<file path="config.mk">
export PLATFORM = sky130hd
export DESIGN_NAME = hazard_light_ctrl
export DESIGN_NICKNAME = d
export VERILOG_FILES = /design/src/rtl/hazard_light_ctrl.sv
export SDC_FILE = /design/constraint.sdc
export NUM_CORES = 1
export LEC_CHECK = 0
export ABC_CLOCK_PERIOD_IN_PS = 900
export CAP_MARGIN = 20
export CORE_AREA = 3 3 40 42
export CTS_CLUSTER_DIAMETER = 60
export CTS_CLUSTER_SIZE = 12
export DETAILED_ROUTE_END_ITERATION = 10
export DIE_AREA = 0 0 43 45
export GPL_ROUTABILITY_DRIVEN = 1
export MAX_ROUTING_LAYER = met4
export PLACE_DENSITY = 0.61
export SETUP_SLACK_MARGIN = 0.5
export SLEW_MARGIN = 15
export SYNTH_ARGS = -nofsm -noshare
export SYNTH_HDL_FRONTEND = slang
export SYNTH_SLANG_ARGS = --single-unit
</file>
<file path="constraint.sdc">
create_clock -name clk -period 0.9 [get_ports clk]
set_input_delay 0.135 -clock clk [delete_from_list [all_inputs] [get_ports clk]]
set_output_delay 0.135 -clock clk [all_outputs]
set_load 0.05 [all_outputs]
</file>
<file path="src/rtl/hazard_light_ctrl.sv">
// Hazard-light pattern controller: a 4-state lamp FSM steered by wind direction.
// Define HAZARD_PRESCALE_EN to advance once every TICK_DIV clocks instead of every clock.
module hazard_light_ctrl #(
  parameter int unsigned TICK_DIV = 25000000
) (
  input  logic       clk,
  input  logic       reset_n,
  input  logic [1:0] wind,
  output logic [2:0] leds,
  output logic       step,
  output logic       wind_chg
);

  typedef enum logic [2:0] {
    S101 = 3'b101,
    S010 = 3'b010,
    S100 = 3'b100,
    S001 = 3'b001
  } state_t;

  state_t     r_state;
  state_t     w_next;
  logic [1:0] r_wind_q;
  logic       r_step;
  logic       r_wind_chg;
  logic       w_tick;
  logic       w_calm;
  logic       w_l2r;

  if (TICK_DIV < 1 || TICK_DIV > 67108864) begin : g_bad_tick_div
    $error("hazard_light_ctrl: TICK_DIV out of range 1..2^26");
  end

`ifdef HAZARD_PRESCALE_EN
  localparam int unsigned CNT_W = (TICK_DIV > 1) ? $clog2(TICK_DIV) : 1;
  localparam logic [CNT_W-1:0] CNT_MAX = CNT_W'(TICK_DIV - 1);

  logic [CNT_W-1:0] r_cnt;

  always_ff @(posedge clk or negedge reset_n) begin
    if (!reset_n) begin
      r_cnt <= '0;
    end else if (w_tick) begin
      r_cnt <= '0;
    end else begin
      r_cnt <= r_cnt + 1'b1;
    end
  end

  assign w_tick = (r_cnt == CNT_MAX);
`else
  assign w_tick = 1'b1;
`endif

  // 11 is an unused encoding and behaves exactly like calm.
  assign w_calm = (wind == 2'b00) || (wind == 2'b11);
  assign w_l2r  = (wind == 2'b10);

  // NOTE: state registers use non-blocking (<=) so every flop samples pre-edge values.
  always_ff @(posedge clk or negedge reset_n) begin
    if (!reset_n) begin
      r_state    <= S101;
      r_wind_q   <= 2'b00;
      r_step     <= 1'b0;
      r_wind_chg <= 1'b0;
    end else begin
      r_state    <= w_next;
      r_wind_q   <= wind;
      r_step     <= w_tick;
      r_wind_chg <= (wind != r_wind_q);
    end
  end

  // NOTE: w_next is defaulted before the case so no path leaves it unassigned (no latch).
  always_comb begin
    w_next = r_state;
    case (r_state)
      S101: if (w_tick) w_next = w_calm ? S010 : (w_l2r ? S100 : S001);
      S010: if (w_tick) w_next = w_calm ? S101 : (w_l2r ? S001 : S100);
      S100: if (w_tick) w_next = w_calm ? S010 : (w_l2r ? S010 : S001);
      S001: if (w_tick) w_next = w_calm ? S010 : (w_l2r ? S100 : S010);
      // Corrupted codes recover on the very next clock, tick or not.
      default: w_next = S101;
    endcase
  end

  assign leds     = r_state;
  assign step     = r_step;
  assign wind_chg = r_wind_chg;

endmodule

</file>
clocks.png
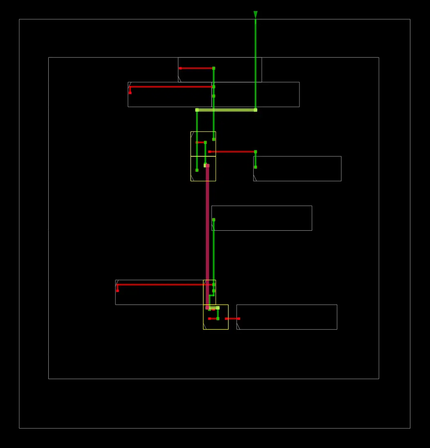
Latency at later pin: 0.25 ns
CTS Sinks: 7

logic_types.png
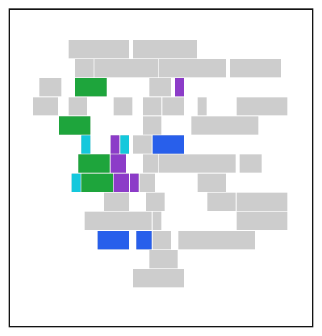
[cyan] inv cells | cells: 3 | most used: inv_1
[purple] nand cells | cells: 5 | most used: nand2_1
[green] fa/ha/maj cells | cells: 4 | most used: ha_1 | where: west
[blue] and/or cells | cells: 3 | most used: and4bb_1
Layout Cells excl Fill: 64
logic share of the area: 28.0%

==> results_slide.txt <==
Run Summary

Final timing
  • Slew Viols, Final: 0
  • Final min period: 1.22 ns
  • Setup ws final: -0.316 ns
  • Fin Clk Skew: 0.000225 ns
  • Final Setup Violations: 8
  • Hold Vio Cnt, Final: 5
  • Period utilisation layout: 135%
  • Smallest hold slack: -0.126 ns

Floorplan
  • IO Count: 9

Power and ir drop
  • Power consumption: 1.98 mW
  • Pleak: 0.293 nW

Global route
  • Vias in the first global route: 296
  • Pin count of the biggest net entering global routing: 8

Cells and area
  • Area grow syn2layout: 78.0%
  • Reg area: 189 um2
  • Combinational Area: 173 um2
  • Layout cells sized above 1: 44.9%
  • Fill cell count: 115

Logic synthesis
  • Cell Area, Synth: 347 um2
  • Post-synth area from yosys stat: 347 um2

Clock network
  • Num CTS Buffers: 3
  • CTS clk-pin slew, worst paths: 0.05 ns
  • CTS tree: done

Outcome
  • Failing checks: hold timing, setup timing
  • Status: complete, but fails checks

Setup path
  • Crit path depth: 2
  • Worst Path Arrival: 1.08 ns
  • Critical path buffer and inverter count: 2
  • Top delay family on crit path: flip-flops
  • CP Data Required Time: 0.76 ns
  • Crit Path Category: reg2out

Routing
  • Vias per Instance: 4.45

Placed design
  • Port bufs: 8
[per-stage QoR]
| stage | area [um2] | TNS, ns | util, % | setup slack (ns) |
|---|---|---|---|---|
| finish | 617 | -1.50 | 48.0 | -0.316 |
| floorplan | 364 | -0.641 | - | -0.227 |
| global placement | 551 | -1.57 | 42.8 | -0.466 |
| global route | 617 | -1.82 | 48.0 | -0.349 |
| CTS | 606 | -1.62 | 47.1 | -0.313 |
| detailed placement | 551 | -1.76 | 42.8 | -0.523 |
[final cells by class]
class | instances | share of cell area, %
inverters | 3 | 1.83
clock buffers | 4 | 4.26
well taps | 15 | 3.04
repair buffers | 16 | 32.3
multi-input cells | 19 | 28.0
flip-flops and latches | 7 | 30.6
[placed cells by master (no fill, tap or decap)]
cell type	synthesis	routed
buf_4	0	5
clkbuf_4	0	3
dfrtp_1	5	2
or2_1	1	1
dfrtp_2	0	3
nor4b_4	0	1
ha_1	4	4
xnor2_1	2	2
dfstp_4	0	2
a41o_1	1	1
nand2b_1	2	2
a31oi_1	2	2
inv_1	3	3
buf_6	0	3
clkbuf_1	0	1
nand2_1	3	3
buf_12	0	5
clkdlybuf4s15_1	0	1
and4bb_1	2	2
conb_1	1	1
dlygate4sd2_1	0	2
[layer usage]
layer  global-route usage, %  up-vias  wire length, um
li1                        -      137                -
met1                    8.58      127              267
met2                    14.4       15              328
met3                    3.59        6               48
met4                    10.8        0               51
met5                       -        -                0
[registers in the layout (all words and copies together), names as in the netlist]
| name | flops |
|---|---|
| leds | 3 |
| wind_chg | 1 |
| step | 1 |
| r_wind_q | 2 |
[worst register-to-register path, delay by kind of cell, from the launching register on]
kind	cells	cell delay (ns)
flops	1	0.62
simple gates	1	0.18
compound gates	1	0.16
buf+inv	1	0.11
[logic make-up after synthesis]
logic type,count (synthesis)
AND-OR/OR-AND,3
XOR/XNOR,2
adder cells (fa/ha/maj),4
buffers and inverters,3
flip-flops,7
other,1
AND/OR/NAND/NOR,9
[repair_timing]
action / 4_1_cts / 5_1_grt
gates resized: 7 / 1
setup buffers: 2 / 1
hold endpoints to repair: 5 / 5
endpoints found under the setup margin: 18 / 9
pin swaps: 1 / 2
[cell usage after synthesis]
cell type	instances	area share, %
nand2b_1	2	3.6
conb_1	1	1.1
and4bb_1	2	7.2
xnor2_1	2	5.1
a41o_1	1	2.9
dfrtp_1	5	36
dfstp_2	2	15
ha_1	4	14
a31oi_1	2	3.6
nor4b_1	1	2.5
nand2_1	3	3.2
inv_1	3	3.2
or2_1	1	1.8
[final timing paths]
kind / from / end / slack [ns]
worst min-delay path: reset_n / r_wind_q[0] / -0.13
worst max-delay path: leds[2] / leds[2] / -0.32
worst max register to register: leds[2] / leds[0] / -0.25
max in group asynchronous: reset_n / leds[0] / 0.75
worst min register to register: r_wind_q[0] / wind_chg / 0.48
min in group clk: wind[0] / r_wind_q[0] / 0.27
[power breakdown]
group / internal [mW] / total, mW / leakage (nW) / switching (mW)
Combinational: 0.619 / 1.14 / 0.201 / 0.519
Clock: 0.169 / 0.282 / 0.0150 / 0.113
Sequential: 0.468 / 0.562 / 0.0767 / 0.0940
Total: 1.26 / 1.98 / 0.293 / 0.726
No activity file was given, so power comes from the tool's default toggle rates.
